--- src/rtl/cache_ctrl_pkg.sv ---
// Shared types and widths for the direct-mapped write-back cache controller.
package cache_ctrl_pkg;

  localparam int ADDRWIDTH    = 16;
  localparam int WORDWIDTH    = 16;
  localparam int IOSTATEWIDTH = 2;
  localparam int ERRWIDTH     = 2;

  typedef enum logic [IOSTATEWIDTH-1:0] {
    IDEL = 2'd0,
    RD   = 2'd1,
    WT   = 2'd2
  } io_op_e;

  localparam logic [ERRWIDTH-1:0] ERR_OK      = 2'd0;
  localparam logic [ERRWIDTH-1:0] ERR_TIMEOUT = 2'd1;

  typedef enum logic [1:0] {
    S_IDLE = 2'd0,
    S_WB   = 2'd1,
    S_FILL = 2'd2,
    S_RESP = 2'd3
  } cache_state_e;

endpackage

--- src/rtl/cache_ctrl_if.sv ---
// Core load/store port, memBus requester port and error status of one cache.
interface cache_ctrl_if;
  import cache_ctrl_pkg::*;

  logic                 cpuReq;
  logic                 cpuWe;
  logic [ADDRWIDTH-1:0] cpuAddr;
  logic [WORDWIDTH-1:0] cpuWdata;
  logic [WORDWIDTH-1:0] cpuRdata;
  logic                 cpuReady;
  io_op_e               rwToBus;
  logic [ADDRWIDTH-1:0] addrToBus;
  logic [WORDWIDTH-1:0] dataToBus;
  logic [WORDWIDTH-1:0] dataFromBus;
  logic                 rdEnFromBus;
  logic                 wbDoneFromBus;
  logic [ERRWIDTH-1:0]  errReg;

  // the cache controller itself
  modport cache (
    input  cpuReq, cpuWe, cpuAddr, cpuWdata, dataFromBus, rdEnFromBus, wbDoneFromBus,
    output cpuRdata, cpuReady, rwToBus, addrToBus, dataToBus, errReg
  );

  // the core issuing loads/stores
  modport master (
    output cpuReq, cpuWe, cpuAddr, cpuWdata,
    input  cpuRdata, cpuReady, errReg
  );

  // the memBus side answering RD/WT
  modport slave (
    input  rwToBus, addrToBus, dataToBus,
    output dataFromBus, rdEnFromBus, wbDoneFromBus
  );

endinterface

--- src/rtl/cache_ctrl_array.sv ---
// Tag/valid/dirty/data storage: one async read port, one write port; only valid/dirty are reset.
module cache_ctrl_array
  import cache_ctrl_pkg::*;
#(
  parameter int INDEX_BITS = 6,
  parameter int TAG_BITS   = ADDRWIDTH - INDEX_BITS
) (
  input  logic                  clk,
  input  logic                  reset,
  input  logic [INDEX_BITS-1:0] rd_idx_i,
  output logic                  rd_valid_o,
  output logic                  rd_dirty_o,
  output logic [TAG_BITS-1:0]   rd_tag_o,
  output logic [WORDWIDTH-1:0]  rd_data_o,
  input  logic                  we_i,
  input  logic [INDEX_BITS-1:0] wr_idx_i,
  input  logic [TAG_BITS-1:0]   wr_tag_i,
  input  logic [WORDWIDTH-1:0]  wr_data_i,
  input  logic                  wr_dirty_i
);

  localparam int LINES = 1 << INDEX_BITS;

  logic [TAG_BITS-1:0]  tag_mem  [LINES];
  logic [WORDWIDTH-1:0] data_mem [LINES];
  logic [LINES-1:0]     valid_q;
  logic [LINES-1:0]     dirty_q;

  always_ff @(posedge clk) begin
    if (we_i) begin
      tag_mem[wr_idx_i]  <= wr_tag_i;
      data_mem[wr_idx_i] <= wr_data_i;
    end
  end

  // every write installs a line, so valid is simply set
  always_ff @(posedge clk or posedge reset) begin
    if (reset) begin
      valid_q <= '0;
      dirty_q <= '0;
    end else if (we_i) begin
      valid_q[wr_idx_i] <= 1'b1;
      dirty_q[wr_idx_i] <= wr_dirty_i;
    end
  end

  assign rd_valid_o = valid_q[rd_idx_i];
  assign rd_dirty_o = dirty_q[rd_idx_i];
  assign rd_tag_o   = tag_mem[rd_idx_i];
  assign rd_data_o  = data_mem[rd_idx_i];

endmodule

--- src/rtl/cache_ctrl.sv ---
// Direct-mapped write-back/write-allocate cache controller, one word per line.
// Hits are served locally; misses become a victim WT then a RD fill on memBus.
module cache_ctrl
  import cache_ctrl_pkg::*;
#(
  parameter int INDEX_BITS = 6,
  parameter int TIMEOUT    = 1023
) (
  input  logic         clk,
  input  logic         reset,
  cache_ctrl_if.cache  cif
);

  // state  | meaning
  // IDLE   | accept a core request, serve hits and clean store misses
  // WB     | WT of the dirty victim on memBus
  // FILL   | RD of the requested word (one IDEL cycle first when entered from WB)
  // RESP   | return filled word to the core

  localparam int TAG_BITS = ADDRWIDTH - INDEX_BITS;
  localparam int TMO_W    = 10;

  cache_state_e          state_q;
  io_op_e                rw_q;
  logic [ADDRWIDTH-1:0]  addr_q;
  logic [WORDWIDTH-1:0]  wdata_q;
  logic [WORDWIDTH-1:0]  rdata_q;
  logic                  ready_q;
  logic [ERRWIDTH-1:0]   err_q;
  logic [TMO_W-1:0]      tmo_q;
  logic                  seen_busy_q;
  logic                  rd_pend_q;

  logic [INDEX_BITS-1:0] idx;
  logic [TAG_BITS-1:0]   cpu_tag;
  logic                  rd_valid, rd_dirty;
  logic [TAG_BITS-1:0]   rd_tag;
  logic [WORDWIDTH-1:0]  rd_data;
  logic                  hit, victim_dirty, req_new;
  logic                  bus_done, in_xfer, xfer_done, tmo_hit;
  logic                  wr_en, wr_dirty;
  logic [WORDWIDTH-1:0]  wr_data;

  assign idx          = cif.cpuAddr[INDEX_BITS-1:0];
  assign cpu_tag      = cif.cpuAddr[ADDRWIDTH-1:INDEX_BITS];
  assign hit          = rd_valid && (rd_tag == cpu_tag);
  assign victim_dirty = rd_valid && rd_dirty;
  // the request is still held during the ready pulse, so it is ignored that cycle
  assign req_new      = (state_q == S_IDLE) && cif.cpuReq && !ready_q;
  assign bus_done     = (state_q == S_WB) ? cif.wbDoneFromBus : cif.rdEnFromBus;
  assign in_xfer      = (state_q == S_WB) || ((state_q == S_FILL) && !rd_pend_q);
  assign xfer_done    = in_xfer && bus_done && seen_busy_q;
  assign tmo_hit      = (tmo_q == TMO_W'(TIMEOUT - 1));

  always_comb begin
    wr_en    = 1'b0;
    wr_data  = cif.cpuWdata;
    wr_dirty = 1'b1;
    if (req_new && cif.cpuWe && (hit || !victim_dirty)) begin
      wr_en = 1'b1;
    end
    if ((state_q == S_WB) && xfer_done && cif.cpuWe) begin
      wr_en = 1'b1;
    end
    if ((state_q == S_FILL) && xfer_done) begin
      wr_en    = 1'b1;
      wr_data  = cif.dataFromBus;
      wr_dirty = 1'b0;
    end
  end

  cache_ctrl_array #(
    .INDEX_BITS (INDEX_BITS)
  ) u_array (
    .clk        (clk),
    .reset      (reset),
    .rd_idx_i   (idx),
    .rd_valid_o (rd_valid),
    .rd_dirty_o (rd_dirty),
    .rd_tag_o   (rd_tag),
    .rd_data_o  (rd_data),
    .we_i       (wr_en),
    .wr_idx_i   (idx),
    .wr_tag_i   (cpu_tag),
    .wr_data_i  (wr_data),
    .wr_dirty_i (wr_dirty)
  );

  always_ff @(posedge clk or posedge reset) begin
    if (reset) begin
      state_q     <= S_IDLE;
      rw_q        <= IDEL;
      addr_q      <= '0;
      wdata_q     <= '0;
      rdata_q     <= '0;
      ready_q     <= 1'b0;
      err_q       <= ERR_OK;
      tmo_q       <= '0;
      seen_busy_q <= 1'b0;
      rd_pend_q   <= 1'b0;
    end else begin
      ready_q <= 1'b0;
      case (state_q)
        S_IDLE: begin
          if (req_new) begin
            if (hit) begin
              if (!cif.cpuWe) rdata_q <= rd_data;
              ready_q <= 1'b1;
            end else if (victim_dirty) begin
              state_q     <= S_WB;
              rw_q        <= WT;
              addr_q      <= {rd_tag, idx};
              wdata_q     <= rd_data;
              seen_busy_q <= 1'b0;
              tmo_q       <= '0;
            end else if (cif.cpuWe) begin
              ready_q <= 1'b1;
            end else begin
              state_q     <= S_FILL;
              rw_q        <= RD;
              addr_q      <= cif.cpuAddr;
              seen_busy_q <= 1'b0;
              tmo_q       <= '0;
            end
          end
        end
        S_WB, S_FILL: begin
          if ((state_q == S_FILL) && rd_pend_q) begin
            rw_q        <= RD;
            addr_q      <= cif.cpuAddr;
            seen_busy_q <= 1'b0;
            tmo_q       <= '0;
            rd_pend_q   <= 1'b0;
          end else if (xfer_done) begin
            rw_q <= IDEL;
            if (state_q == S_FILL) begin
              state_q <= S_RESP;
            end else if (cif.cpuWe) begin
              ready_q <= 1'b1;
              state_q <= S_IDLE;
            end else begin
              state_q   <= S_FILL;
              rd_pend_q <= 1'b1;
            end
          end else if (tmo_hit) begin
            err_q   <= ERR_TIMEOUT;
            rw_q    <= IDEL;
            state_q <= S_IDLE;
            tmo_q   <= tmo_q + TMO_W'(1);
          end else begin
            tmo_q <= tmo_q + TMO_W'(1);
            // done=1 while idle/not granted is not completion; a 0 must come first
            if (!bus_done) seen_busy_q <= 1'b1;
          end
        end
        S_RESP: begin
          rdata_q <= rd_data;
          ready_q <= 1'b1;
          state_q <= S_IDLE;
        end
        default: state_q <= S_IDLE;
      endcase
    end
  end

  assign cif.cpuRdata  = rdata_q;
  assign cif.cpuReady  = ready_q;
  assign cif.rwToBus   = rw_q;
  assign cif.addrToBus = addr_q;
  assign cif.dataToBus = wdata_q;
  assign cif.errReg    = err_q;

endmodule

--- src/flat_wrapper.sv ---
// flat-port wrapper written by rule: the top's interface ports become plain ports
module cache_ctrl_flat import cache_ctrl_pkg::*;
#(
  parameter int INDEX_BITS = 6,
  parameter int TIMEOUT    = 1023
)
  (clk, reset, cif_cpuReq, cif_cpuWe, cif_cpuAddr, cif_cpuWdata, cif_dataFromBus, cif_rdEnFromBus, cif_wbDoneFromBus, cif_cpuRdata, cif_cpuReady, cif_rwToBus, cif_addrToBus, cif_dataToBus, cif_errReg);
  cache_ctrl_if cif_i ();
  input  logic clk;
  input  logic reset;
  input wire logic [$bits(cif_i.cpuReq)-1:0] cif_cpuReq;
  input wire logic [$bits(cif_i.cpuWe)-1:0] cif_cpuWe;
  input wire logic [$bits(cif_i.cpuAddr)-1:0] cif_cpuAddr;
  input wire logic [$bits(cif_i.cpuWdata)-1:0] cif_cpuWdata;
  input wire logic [$bits(cif_i.dataFromBus)-1:0] cif_dataFromBus;
  input wire logic [$bits(cif_i.rdEnFromBus)-1:0] cif_rdEnFromBus;
  input wire logic [$bits(cif_i.wbDoneFromBus)-1:0] cif_wbDoneFromBus;
  output wire logic [$bits(cif_i.cpuRdata)-1:0] cif_cpuRdata;
  output wire logic [$bits(cif_i.cpuReady)-1:0] cif_cpuReady;
  output wire logic [$bits(cif_i.rwToBus)-1:0] cif_rwToBus;
  output wire logic [$bits(cif_i.addrToBus)-1:0] cif_addrToBus;
  output wire logic [$bits(cif_i.dataToBus)-1:0] cif_dataToBus;
  output wire logic [$bits(cif_i.errReg)-1:0] cif_errReg;
  assign cif_i.cpuReq = cif_cpuReq;
  assign cif_i.cpuWe = cif_cpuWe;
  assign cif_i.cpuAddr = cif_cpuAddr;
  assign cif_i.cpuWdata = cif_cpuWdata;
  assign cif_i.dataFromBus = cif_dataFromBus;
  assign cif_i.rdEnFromBus = cif_rdEnFromBus;
  assign cif_i.wbDoneFromBus = cif_wbDoneFromBus;
  assign cif_cpuRdata = cif_i.cpuRdata;
  assign cif_cpuReady = cif_i.cpuReady;
  assign cif_rwToBus = cif_i.rwToBus;
  assign cif_addrToBus = cif_i.addrToBus;
  assign cif_dataToBus = cif_i.dataToBus;
  assign cif_errReg = cif_i.errReg;
  cache_ctrl #(.INDEX_BITS(INDEX_BITS), .TIMEOUT(TIMEOUT)) u_core (.clk(clk), .reset(reset), .cif(cif_i));
endmodule
--- config.mk ---
export PLATFORM = sky130hd
export DESIGN_NAME = cache_ctrl_flat
export DESIGN_NICKNAME = d
export VERILOG_FILES = /design/src/rtl/cache_ctrl_pkg.sv /design/src/rtl/cache_ctrl_if.sv /design/src/rtl/cache_ctrl_array.sv /design/src/rtl/cache_ctrl.sv /design/src/flat_wrapper.sv
export SDC_FILE = /design/constraint.sdc
export NUM_CORES = 2
export LEC_CHECK = 0
export ABC_CLOCK_PERIOD_IN_PS = 6300
export CORE_MARGIN = 5
export CORE_UTILIZATION = 41
export DETAILED_ROUTE_END_ITERATION = 12
export MAX_ROUTING_LAYER = met4
export REMOVE_ABC_BUFFERS = 1
export SKIP_LAST_GASP = 1
export SLEW_MARGIN = 0
export SYNTH_ARGS = -nofsm -noshare
export SYNTH_HDL_FRONTEND = slang
export SYNTH_SLANG_ARGS = --single-unit
--- constraint.sdc ---
create_clock -name clk -period 6.3 [get_ports clk]
set_input_delay 0.945 -clock clk [delete_from_list [all_inputs] [get_ports clk]]
set_output_delay 0.945 -clock clk [all_outputs]
set_load 0.01 [all_outputs]
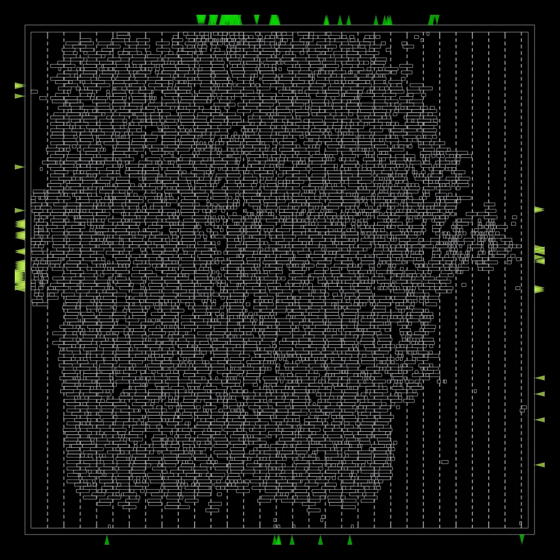
Figure 1: cell outlines without signal wires.
total core area: 176000 um^2
Tap Count: 2340
fillers: 14400
num rows: 154
post-route insts no fill: 7142

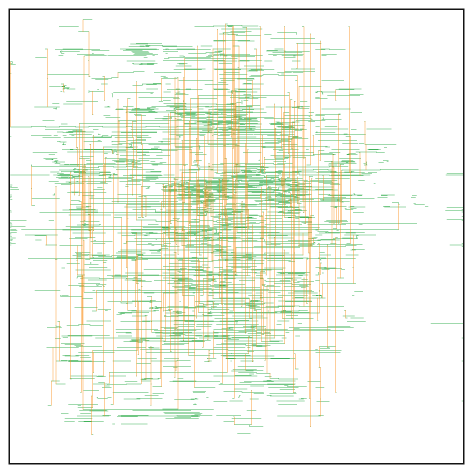
Figure 2: wiring by layer.
Only two layers are drawn.
legend:
  orange:
    layer: metal 4
    wire_length: 17000 um
  green:
    layer: metal 3
    wire_length: 31.0 mm
drt wl/cell: 36.4 um
GRT Total Usage: 28.1%

==> reports/metrics.yaml <==
syn_avg_cell_area_um2: 17.0
synth_area_um2: 72400
tightest_slew_ps: 1280
drt-met1-wl_mm: 96.7
powerDensity_nw_per_um2: 338
rsz0062_at_grt: "no"
postRouteAntennaNets: 0
crit_fanout: 37
finalSetupTns_ps: 0
place_ws_ps: 422
critPathLaunch: "cif_cpuAddr[1]"
synth.cellmix.xorXnorShare_pct: 0.0604
lay_top_cells: "1664 x edfxtp_1, 265 x buf_4, 260 x a22oi_1, 211 x a221oi_1, 194 x dfrtp_1"
fp.dieW_um: 430
tritoncts: "built"
yosysWarnings: 0
crit_type: "in -> reg"
worstPathRequired_ps: 6830
max_freq_mhz: 188
dr_wl_met3_mm: 31.0
cp_num_buf_inv: 7
ctsHoldBuffers: 0
mux_share_pct: 6.10
n_antenna_cell: 12
crit_top_cell: "buf_12"
grt_pass1_wl_mm: 357
clkLatencyLatePin_ps: 840
slowest_stage: "a221oi_1"
fin_nets: 4690
antenna_found_initial: 15
ys_types: 82
firstDrtPassIters: 8
portBuffers: 105
fin_skew_ps: 32.5
openroad.warnings: 36
nonClockBufferCount: 504
regToRegStartpoint: "u_core.u_array.tag_mem[47][5]"
relSlewSlack_pct: 14.0
buffer_area_share_pct: 6.56
max_stage_delay_ps: 830
pin_count: 107
pwr-share-seq_pct: 49.3
vias_per_cell: 6.48
rr_endpoint: "u_core.u_array.data_mem[60][3]"
min_from: "u_core.u_array.valid_q[32]"
comb_share_pct: 19.3
utilization_pct: 49.1
power.switching_mw: 7.38
hold_violations: 0
place_area_um2: 80200
use_met2_pct: 40.5
clock_tree_area_fraction_pct: 7.16
final_max_slew_viol_count: 0
cp_top_family: "buffers and inverters"
dp_hpwl_mm: 163
status: "finished, final reports clean"
logic_area_um2: 16700
cts_resized: 0
drc_errors: 0
seq_share_pct: 63.4
endpoint_kind: "flop"
leakage_nw: 28.5
yosys.area_share.aoi_pct: 12.4
hold-path-endpoint: "u_core.u_array.valid_q[32]"
largest_area_cell: "edfxtp_1"
synth-seq-area-share_pct: 75.7
ys_sh_simple_pct: 3.33
comb_power_mw: 3.55
ys.flops: 1858
seq-power_mw: 14.4
grt.overflow.total: 0
hold-path-cell-count: 1
cts.sinks: 1858
r2r_cells: 13
post_cts_buffers: 0
Power and IR drop assume default switching activity.
